File: src/rtl/fetch_unit.sv
// Instruction-fetch stage: owns the PC, issues synchronous ROM reads and hands
// {instr, pc} to decode with stall buffering and redirect squashing. Optional HALT support: FETCH_HALT_EN.
module fetch_unit #(
  parameter int                    ROM_AWIDTH = 8,
  parameter logic [ROM_AWIDTH-1:0] RESET_PC   = '0,
  parameter logic [15:0]           HALT_WORD  = 16'hFFFF
) (
  input  logic                  clk,
  input  logic                  rst,
  input  logic                  i_stall,
  input  logic                  i_redirect,
  input  logic [ROM_AWIDTH-1:0] i_redirect_pc,
  output logic                  o_rom_rd,
  output logic [ROM_AWIDTH-1:0] o_rom_raddr,
  input  logic [15:0]           i_rom_rdata,
  output logic [15:0]           o_instr,
  output logic                  o_valid,
  output logic [ROM_AWIDTH-1:0] o_pc,
  output logic                  o_halted
);

  localparam logic [ROM_AWIDTH-1:0] PC_LSB  = ROM_AWIDTH'(1);
  localparam logic [ROM_AWIDTH-1:0] PC_STEP = ROM_AWIDTH'(2);

  logic [ROM_AWIDTH-1:0] pc_reg;
  logic [ROM_AWIDTH-1:0] inflight_pc_reg;
  logic [ROM_AWIDTH-1:0] buf_pc_reg;
  logic [15:0]           buf_instr_reg;
  logic                  inflight_reg;
  logic                  buf_valid_reg;
  logic                  halted;
  logic                  halt_set;

  logic                  any_valid;
  logic [15:0]           sel_instr;
  logic [ROM_AWIDTH-1:0] sel_pc;

  // A word captured during a stall takes precedence over the live ROM data.
  always_comb begin
    any_valid = 1'b0;
    sel_instr = '0;
    sel_pc    = '0;
    if (buf_valid_reg) begin
      any_valid = 1'b1;
      sel_instr = buf_instr_reg;
      sel_pc    = buf_pc_reg;
    end else if (inflight_reg) begin
      any_valid = 1'b1;
      sel_instr = i_rom_rdata;
      sel_pc    = inflight_pc_reg;
    end
  end

  assign o_valid     = any_valid & ~i_redirect;
  assign o_instr     = o_valid ? sel_instr : '0;
  assign o_pc        = o_valid ? sel_pc : '0;
  assign o_rom_rd    = rst & ~i_redirect & ~i_stall & ~halted;
  assign o_rom_raddr = pc_reg;
  assign o_halted    = halted;

  always_ff @(posedge clk or negedge rst) begin
    if (!rst) begin
      pc_reg          <= RESET_PC & ~PC_LSB;
      inflight_reg    <= 1'b0;
      inflight_pc_reg <= '0;
      buf_valid_reg   <= 1'b0;
      buf_instr_reg   <= '0;
      buf_pc_reg      <= '0;
    end else if (i_redirect) begin
      pc_reg        <= i_redirect_pc & ~PC_LSB;
      inflight_reg  <= 1'b0;
      buf_valid_reg <= 1'b0;
    end else if (i_stall) begin
      inflight_reg <= 1'b0;
      if (inflight_reg && !buf_valid_reg) begin
        buf_instr_reg <= i_rom_rdata;
        buf_pc_reg    <= inflight_pc_reg;
        buf_valid_reg <= 1'b1;
      end
    end else begin
      buf_valid_reg <= 1'b0;
      // The read issued alongside a HALT word is dropped on arrival.
      inflight_reg  <= ~halted & ~halt_set;
      if (!halted) begin
        pc_reg          <= pc_reg + PC_STEP;
        inflight_pc_reg <= pc_reg;
      end
    end
  end

`ifdef FETCH_HALT_EN
  logic halted_reg;

  assign halt_set = o_valid & ~i_stall & (o_instr == HALT_WORD);
  assign halted   = halted_reg;

  always_ff @(posedge clk or negedge rst) begin
    if (!rst) begin
      halted_reg <= 1'b0;
    end else if (i_redirect) begin
      halted_reg <= 1'b0;
    end else if (halt_set) begin
      halted_reg <= 1'b1;
    end
  end
`else
  assign halt_set = 1'b0;
  assign halted   = 1'b0;
`endif

endmodule

File: config.mk
export PLATFORM = sky130hd
export DESIGN_NAME = fetch_unit
export DESIGN_NICKNAME = d
export VERILOG_FILES = /design/src/rtl/fetch_unit.sv
export SDC_FILE = /design/constraint.sdc
export NUM_CORES = 1
export LEC_CHECK = 0
export ABC_AREA = 1
export CORE_UTILIZATION = 30
export CTS_CLUSTER_DIAMETER = 100
export CTS_CLUSTER_SIZE = 14
export DETAILED_ROUTE_END_ITERATION = 8
export PLACE_DENSITY = 0.63
export SETUP_SLACK_MARGIN = 0.1
export SKIP_CTS_REPAIR_TIMING = 1
export SLEW_MARGIN = 20
export SYNTH_ARGS = -nofsm -noshare
export SYNTH_HDL_FRONTEND = slang
export SYNTH_SLANG_ARGS = --single-unit
File: constraint.sdc
create_clock -name clk -period 1.7 [get_ports clk]
set_input_delay 0.17 -clock clk [delete_from_list [all_inputs] [get_ports clk]]
set_output_delay 0.17 -clock clk [all_outputs]
set_load 0.03 [all_outputs]
**Run 1: routed metal per tile**

The die is cut into 17 by 17 equal tiles; white is low, dark blue is high, scaled to the fullest tile. Values are wire area over tile area, all layers added.
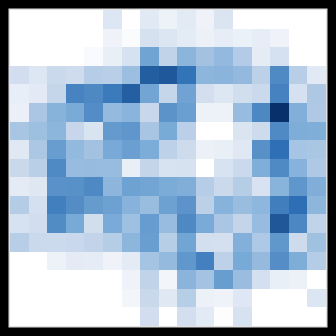
tiles over half the peak: 18%
fullest tile: 0.39
mean over tiles: 0.11

**Run 1: signal wires on met1**

The bar under the picture is 20 um long.
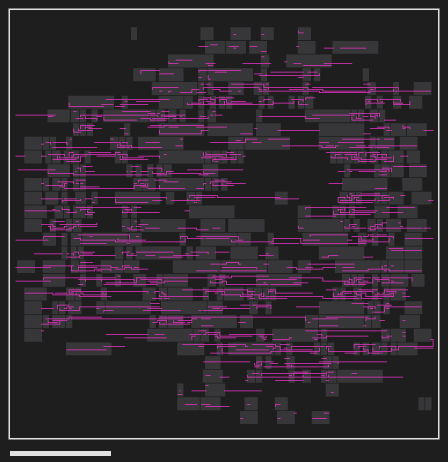
wire length on this layer: 2,440 um
share of all routed wire: 48%
nets with wire on the layer: 316
longest straight run: 30.8 um
main direction: horizontal
drt total wl: 5.028 mm
GR Layer Usage met1: 19.83%

==> results.yml, run 1 <==
# implementation run metrics
floorplanning:
  die_width_um: 84.93
  rows: 29
  coreArea_sq_um: 6495
  die_h_um: 84.93
  chip_area_sq_um: 7213
  initCoreUtil_pct: 31.77
  io-pin-count: 63
synthesis:
  logic_family: "simple AND/OR/NAND/NOR gates"
  yosysTopAreaCell: "dfrtp_1"
  ys_sh_aoi_pct: 9.278
  synth_warnings: 0
  mux_share_pct: 0
  syn_inst: 284
  simple_gate_share_pct: 32.93
  ys_seq_share_pct: 47.30
  synthAdderAreaFrac_pct: 0.6064
  avgSynthCellArea_sq_um: 7.265
  ys_area_sq_um: 2063
  ys_async_sr_fraction_pct: 100.0
  most_common_cell: "nand2_1"
  common_cells: "119 x nand2_1, 39 x dfrtp_1, 30 x nand3_1, 27 x a21oi_1, 16 x inv_1"
  synth.top_cell.area_share_pct: 47.30
  synthDistinctLibCells: 21
  ys_cells: 284
  syn_area_sq_um: 2063
  synthTopCellsByArea: "dfrtp_1 47%, nand2_1 22%, nand3_1 7.3%, a21oi_1 6.5%, inv_1 2.9%"
  edf_count: 0
timing:
  timing.final.crit_share_pct: 96.51
  max_freq_mhz: 609.5
  setup_viol: 0
  rsz0062_at_grt: "yes"
  min_period_ps: 1641
  holdWs_ps: -0.5946
  final_hold_viol_count: 3
  fin_tns_setup_ps: 0
  slew_viol_final: 0
clocking:
  cts_tree: "built"
  cts_buffers: 5
  cts.sinks: 39
  cts_max_path_buffers: 2
  cts_max_level: 2
  root_buffer: "clkbuf_8"
  clk_latency_ps: 290
  cts.clk_slew.worst_paths_ps: 70
detailed_routing:
  antenna_left: 0
  met1_length_mm: 2.435
  met2WireLength_mm: 2.314
  viasPerCell: 4.632
  drc: 5
  dr_total_vias: 1964
  firstDrtPassIters: 8
  dr_wl_met3_um: 230
placement:
  gp_congestion: 0.7746
  hpwlAfterDp_mm: 3.456
  port_buffers: 58
cells_and_area:
  drive_above_1_share_pct: 19.60
  num_antenna_cells: 0
  regArea_sq_um: 977.2
  finalNetCount: 375
  comb_area_sq_um: 972.2
  final_util_pct: 45.37
  syn_to_final_growth_pct: 42.81
global_routing:
  grt_max_degree: 40
  grt_pass1_wl_mm: 8.783
  grt-ovfl-total: 0
  antenna_found_initial: 0
  grt_pass1_vias: 1941
critical_path:
  crit_arrival_ps: 1470
  cp_slowest_stage_delay_ps: 440
  worstPathMaxFanout: 18
  slowest_stage: "dfrtp_2"
  cp-start-kind: "register"
  endpoint_kind: "output pin"
  crit_required_ps: 1530
  crit_chain: "nor2_4 -> buf_12 -> nand2_1 -> a21oi_2 -> buf_6"
  path_class: "register to output pin"
hold_path:
  hp-class: "input port to asynchronous set/reset pin"
pwr:
  leakagePower_nw: 1.468
  vdd_ir_drop_max_mv: 0.2907
  power_density_nw_per_um2: 816.1
run_status:
  violations: "design-rule violations, negative hold slack"
  status: "complete, but fails checks"
flow_run:
  warning_count: 28
  cap_viol_max_count: 0
**Run 1: routing congestion**

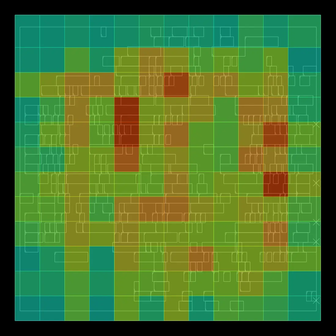
GRT met2 Usage: 25.20%
total track usage: 15.22%
DR WL/cell: 11.86 um

**Run 1: metal layers overlaid**

The bar under the picture is 20 um long. Two of the layers only.
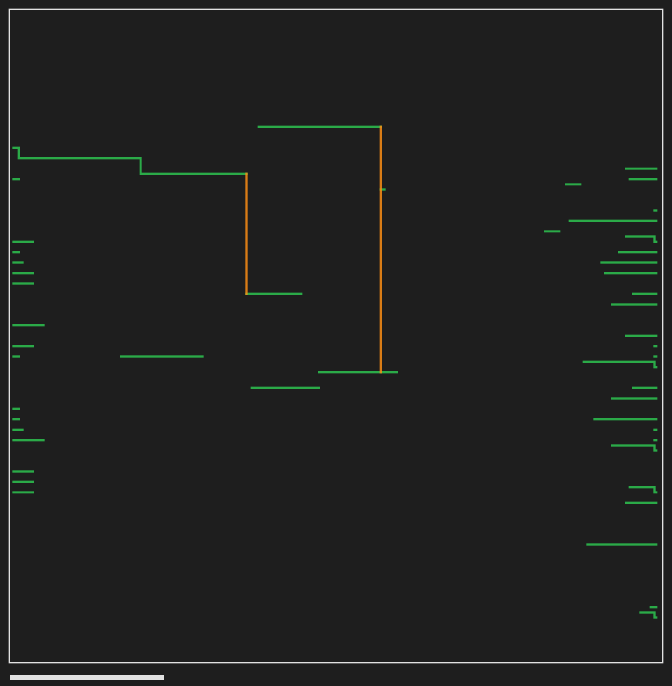
legend:
  orange:
    layer: M4
    wire_length: 47.6 um
  green:
    layer: M3
    wire_length: 231 um

[run 1: critical path: cells and delay by family (launching register included)]
| family | cells | cell delay (ps) |
|---|---|---|
| simple gates | 2 | 260 |
| flops | 1 | 440 |
| buf+inv | 2 | 320 |
| compound gates | 1 | 160 |
[run 1: layer usage]
metal	vias to the layer above	track usage [%]
met5	-	0
met4	0	4.160
met3	5	3.891
met2	54	25.20
met1	893	19.83
li1	1012	-
[run 1: per-stage QoR]
step	power (mW)	cells	setup WS, ps	cell area, sq um
after floorplan	1.500	286	155.2	2071
after global placement	1.699	415	37.65	2664
after detailed placement	1.716	415	49.40	2664
after CTS	2.410	423	-43.22	2764
after global routing	2.566	424	-20.17	2947
final	2.405	424	59.37	2947
[run 1: where the power goes]
part           leakage (nW)  total [mW]  switching, mW  internal [mW]
logic                 0.934       0.528          0.300          0.227
clock network        0.0515       0.681          0.311          0.370
registers             0.482        1.20          0.110           1.09
[run 1: cells in the final DEF (no fill, tap or decap), drive strengths merged]
cell type,instances
o21ai,9
xor2,1
dlymetal6s2s,8
nand2,120
o21a,1
nand3b,2
conb,3
clkinv,1
ha,1
inv,17
nor2,15
clkbuf,8
nand3,30
a21oi,27
dfrtp,39
buf,40
clkdlybuf4s50,25
[run 1: cell type report]
type,instances,area share (%)
Clock buffer,8,3.397
Inverter,18,2.293
Multi-Input combinational cell,209,32.99
Sequential cell,39,33.16
Tap cell,77,3.270
Timing Repair Buffer,73,24.88
[run 1: path summary, 6_finish.rpt]
path                                              startpoint                             to  slack, ps  depth (start not counted)
worst min-delay path                                     rst  buf_instr_reg[12]$_DFFE_PN0P_       -0.6                          2
min in group clk                            i_redirect_pc[1]     o_rom_raddr[1]$_DFFE_PN0N_        460                          3
max in group asynchronous                                rst      buf_valid_reg$_DFFE_PN0P_       1330                          2
worst min register to register  buf_instr_reg[9]$_DFFE_PN0P_   buf_instr_reg[9]$_DFFE_PN0P_        470                          2
worst max register to register     buf_valid_reg$_DFFE_PN0P_      buf_pc_reg[3]$_DFFE_PN0P_        350                          6
worst max-delay path               buf_valid_reg$_DFFE_PN0P_                    o_instr[10]         60                          5
[run 1: logic make-up (layout without fill, tap and decap cells)]
group	after synthesis	count (layout)
XOR/XNOR	1	1
adder cells (fa/ha/maj)	1	1
flip-flops	39	39
AND-OR/OR-AND	37	37
other	1	3
buffers and inverters	38	99
AND/OR/NAND/NOR	167	167
**Run 1: close-up of the layout**

The bar under the picture is 5 um long. Region (54, 54) to (74, 74) um. Cells in grey, sequential cells in the stronger grey; small squares are vias.
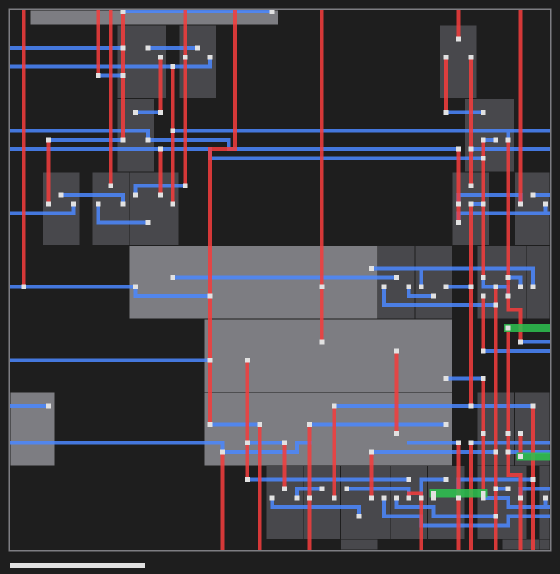

==> run 1 -> run 2 <==
--- a/config.mk
+++ b/config.mk
@@ -6,11 +6,11 @@
 export NUM_CORES = 1
 export LEC_CHECK = 0
 export ABC_AREA = 1
-export CORE_UTILIZATION = 30
+export CORE_UTILIZATION = 35
 export CTS_CLUSTER_DIAMETER = 100
 export CTS_CLUSTER_SIZE = 14
 export DETAILED_ROUTE_END_ITERATION = 8
-export PLACE_DENSITY = 0.63
+export PLACE_DENSITY = 0.72
 export SETUP_SLACK_MARGIN = 0.1
 export SKIP_CTS_REPAIR_TIMING = 1
 export SLEW_MARGIN = 20
**Run 2: close-up of the layout**

The bar under the picture is 5 um long. Region (49, 49) to (69, 69) um. Cells in grey, sequential cells in the stronger grey; small squares are vias.
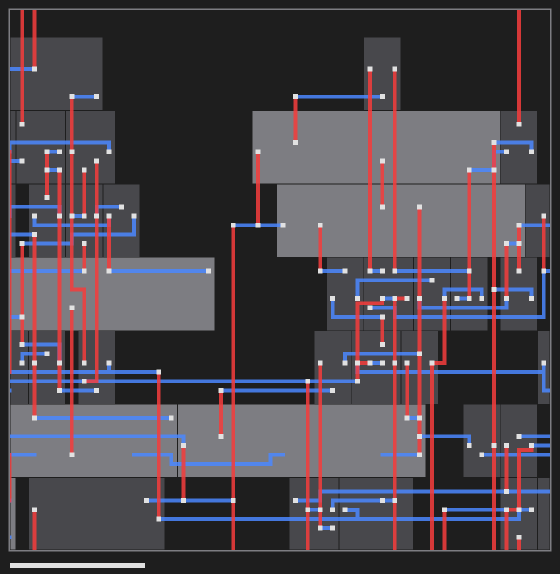
legend:
  red:
    layer: M2
  blue:
    layer: M1
most frequent: nand2_1 (16), dfrtp_1 (5), nand3_1 (4)
sequential cells in the window: 5
netlist names of flops here include: `buf_instr_reg` (5)
cells with their middle in the window: 29

==> results.yml, run 2 <==
# implementation run metrics
clocking:
  cts_max_path_buffers: 2
  cts_tree: "built"
  root_buffer: "clkbuf_8"
  clk_latency_ps: 280
  cts.sinks: 39
  cts_buffers: 5
  cts_max_level: 2
timing:
  setup_viol: 0
  max_freq_mhz: 606.8
  final_hold_viol_count: 0
  slew_viol_final: 0
  timing.final.crit_share_pct: 96.95
  min_period_ps: 1648
detailed_routing:
  drc: 0
  viasPerCell: 4.690
  firstDrtPassIters: 4
  dr_total_vias: 1984
global_routing:
  grt_pass1_wl_mm: 8.238
  grt_max_degree: 40
  track_usage_pct: 16.62
  grt-ovfl-total: 0
  antenna_found_initial: 0
  grt_pass1_vias: 1887
synthesis:
  ys_seq_share_pct: 47.30
  synth_warnings: 0
  yosysTopAreaCell: "dfrtp_1"
  syn_inst: 284
  edf_count: 0
  synthDistinctLibCells: 21
  ys_async_sr_fraction_pct: 100.0
  ys_area_sq_um: 2063
pwr:
  p_total_mw: 2.400
  leakagePower_nw: 1.453
  power_density_nw_per_um2: 805.2
  vdd_ir_drop_max_mv: 0.4077
cells_and_area:
  layout_top_cells: "113 x nand2_1, 38 x dfrtp_1, 30 x nand3_1"
  syn_to_final_growth_pct: 44.45
  drive_above_1_share_pct: 21.65
  finalNetCount: 379
run_status:
  status: "finished, final reports clean"
critical_path:
  crit_arrival_ps: 1480
  crit_required_ps: 1530
  path_class: "register to output pin"
  cp-start-kind: "register"
  worstPathMaxFanout: 6
flow_run:
  cap_viol_max_count: 0
  warning_count: 28
floorplanning:
  initCoreUtil_pct: 36.79
  rows: 27
  coreArea_sq_um: 5608
  die_h_um: 78.78
  io-pin-count: 63
  die_width_um: 78.78
placement:
  port_buffers: 58
  gp_congestion: 0.7706
hold_path:
  hp-class: "input port to register"
[run 2: cell counts after synthesis]
No cell type changed its count.
[run 2: final timing paths]
path	start	to	slack (ps)	cells past startpoint
max in group asynchronous	rst	buf_valid_reg$_DFFE_PN0P_	860	3
setup / recovery	buf_valid_reg$_DFFE_PN0P_	o_instr[14]	50	6
hold reg to reg	buf_instr_reg[15]$_DFFE_PN0P_	buf_instr_reg[15]$_DFFE_PN0P_	470	2
hold / removal	i_redirect_pc[2]	o_rom_raddr[2]$_DFFE_PN0N_	450	3
setup reg to reg	buf_valid_reg$_DFFE_PN0P_	buf_pc_reg[6]$_DFFE_PN0P_	370	6
min in group asynchronous	rst	o_rom_raddr[7]$_DFFE_PN0N_	470	3
[run 2: final cells by class]
cell class,instances,area (sq um),share of cell area [%]
tap,72,90.09,3.023
multi-input combinational,209,975.9,32.75
inverter,18,67.56,2.267
timing repair buffer,77,769.5,25.82
clock buffer,8,100.1,3.359
sequential,39,977.2,32.79
[run 2: power breakdown]
group          internal [mW]  leakage [nW]  switching [mW]
sequential              1.09         0.482           0.101
clock                  0.370        0.0515           0.293
combinational          0.239         0.919           0.311
[run 2: kinds of logic after synthesis]
kind of cell / Yosys count / synth area share [%]
and+or+nand+nor: 167 / 32.93
adders and majority gates: 1 / 0.6063
other: 1 / 0.1818
DFF: 39 / 47.30
xor gates and xnor gates: 1 / 0.4246
AOI/OAI and AO/OA: 37 / 9.279
buffers and inverters: 38 / 9.278
[run 2: worst max-delay path, cell delays in order (launching register included)]
cell and delay (ps):
dfrtp_2 440, nor2_4 170, buf_4 140, buf_6 110
nand2_1 50, a21oi_1 120, buf_4 180
[run 2: per-stage QoR]
stage	cell area, sq um	hold slack [ps]	std cells	utilization (%)
after floorplan	2071	-125.6	286	-
after global placement	2665	273.0	411	47.52
after detailed placement	2665	268.4	411	47.52
after CTS	2765	-36.76	419	49.31
after global routing	2980	484.3	423	53.15
final	2980	446.6	423	53.15
[run 2: routing by layer]
layer	track usage, %	share of wire [%]	vias up
li1	-	-	1020
met1	21.42	45	896
met2	28.87	48	64
met3	3.563	6.0	4
met4	2.778	0.59	0
met5	0	0	-
**Run 2: routing congestion**

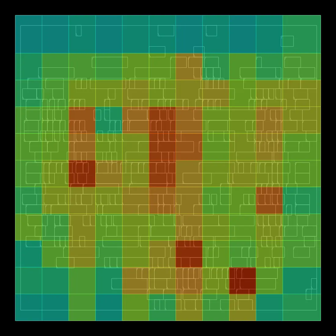

==> run 2 -> run 3 <==
--- a/config.mk
+++ b/config.mk
@@ -11,6 +11,7 @@
 export CTS_CLUSTER_SIZE = 14
 export DETAILED_ROUTE_END_ITERATION = 8
 export PLACE_DENSITY = 0.72
+export RECOVER_POWER = 100
 export SETUP_SLACK_MARGIN = 0.1
 export SKIP_CTS_REPAIR_TIMING = 1
 export SLEW_MARGIN = 20
**Run 3: routing congestion**

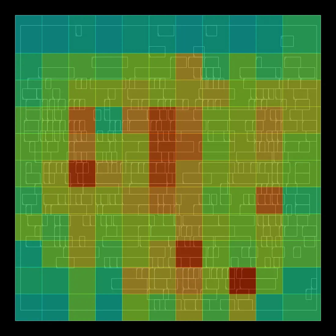
total track usage: 16.62%
GRT met2 Usage: 28.87%
busiest grt layer: met2
met3 Use GR: 3.563%

==> results.yml, run 3 <==
# implementation run metrics
cells_and_area:
  finalNetCount: 379
  syn_to_final_growth_pct: 40.27
  final_area_sq_um: 2894
  drive_above_1_share_pct: 20.23
  final_cells: 423
pwr:
  vdd_ir_drop_max_mv: 0.3973
  power_density_nw_per_um2: 819.9
  p_total_mw: 2.373
floorplanning:
  die_h_um: 78.78
  rows: 27
  initCoreUtil_pct: 36.79
synthesis:
  ys_seq_share_pct: 47.30
  synthDistinctLibCells: 21
  edf_count: 0
  ys_area_sq_um: 2063
  yosysTopAreaCell: "dfrtp_1"
clocking:
  cts_buffers: 5
  cts.sinks: 39
  cts_tree: "built"
  cts_max_level: 2
  root_buffer: "clkbuf_8"
  cts_max_path_buffers: 2
flow_run:
  warning_count: 28
detailed_routing:
  drc: 0
  dr_total_vias: 1984
critical_path:
  r2r-start: "buf_valid_reg$_DFFE_PN0P_"
  worstPathMaxFanout: 6
  crit_top_cell: "buf_4"
  crit_buf_inv: 3
  cp_slowest_stage_delay_ps: 440
  startpoint: "buf_valid_reg$_DFFE_PN0P_"
  crit_arrival_ps: 1480
  cp_top_family: "flip-flops"
  crit_required_ps: 1530
  crit_chain: "nor2_4 -> buf_4 -> buf_6 -> nand2_1 -> a21oi_1 -> buf_4"
  path_class: "register to output pin"
timing:
  setup_viol: 0
  holdWs_ps: 448.2
  slew_viol_final: 0
  final_hold_viol_count: 0
  min_period_ps: 1650
run_status:
  status: "finished, final reports clean"
global_routing:
  met1_usage_pct: 21.42
  grt_pass1_wl_mm: 8.238
  grt-ovfl-total: 0
placement:
  dpl_cell_area_sq_um: 2665
  post-place-cells: 411
hold_path:
  hp-class: "input port to register"
==> run 3: cell type report <==
cell class | instances | area, sq um
fillers | 550 | 2714
repair buffers | 77 | 688.2
well taps | 72 | 90.09
multi-input cells | 209 | 970.9
flip-flops and latches | 39 | 977.2
inverters | 18 | 67.56
clock buffers | 8 | 100.1
==> run 3: worst register-to-register path, delay by kind of cell (launching register included) <==
kind                   cells  cell delay [ps]
flip-flops                 1              440
buffers and inverters      2              390
AND/OR/NAND/NOR            3              320
AND-OR/OR-AND              1               80
==> run 3: path summary, 6_finish.rpt <==
check | to | slack [ps] | depth (start not counted)
worst max-delay path | o_instr[14] | 50 | 6
worst min-delay path | o_rom_raddr[2]$_DFFE_PN0N_ | 450 | 3
worst max register to register | buf_pc_reg[6]$_DFFE_PN0P_ | 360 | 6
worst min register to register | buf_instr_reg[15]$_DFFE_PN0P_ | 470 | 2
max in group asynchronous | buf_valid_reg$_DFFE_PN0P_ | 390 | 3
min in group asynchronous | o_rom_raddr[7]$_DFFE_PN0N_ | 670 | 3
==> run 3: where the power goes <==
part           leakage, nW  internal, mW  switching [mW]  total, mW
Clock               0.0515         0.370           0.292      0.662
Sequential           0.482          1.09           0.100       1.19
Combinational        0.819         0.215           0.310      0.525
==> run 3: cell families after synthesis <==
family                     count (synthesis)  share of synthesized area (%)
DFF                                       39                          47.30
adders and majority gates                  1                         0.6063
AOI/OAI and AO/OA                         37                          9.279
xor gates and xnor gates                   1                         0.4246
buffers and inverters                     38                          9.278
other                                      1                         0.1818
and+or+nand+nor                          167                          32.93
==> run 3: routing by layer <==
layer  wire length [um]  vias to the layer above  share of wire (%)
li1                   -                     1021                  -
met2               2357                       62                 48
met1               2218                      897                 45
met4                 29                        0               0.59
met3                282                        4                5.8
met5                  0                        -                  0
==> run 3: per-stage QoR <==
stage	util, %	setup slack, ps
3_5_place_dp	47.52	30.39
5_1_grt	51.61	-5.351
3_3_place_gp	47.52	34.24
6_report	51.61	49.53
4_1_cts	49.31	-56.14
2_1_floorplan	-	155.2
Power figures rest on the tool's default switching activity, not on a simulated workload.
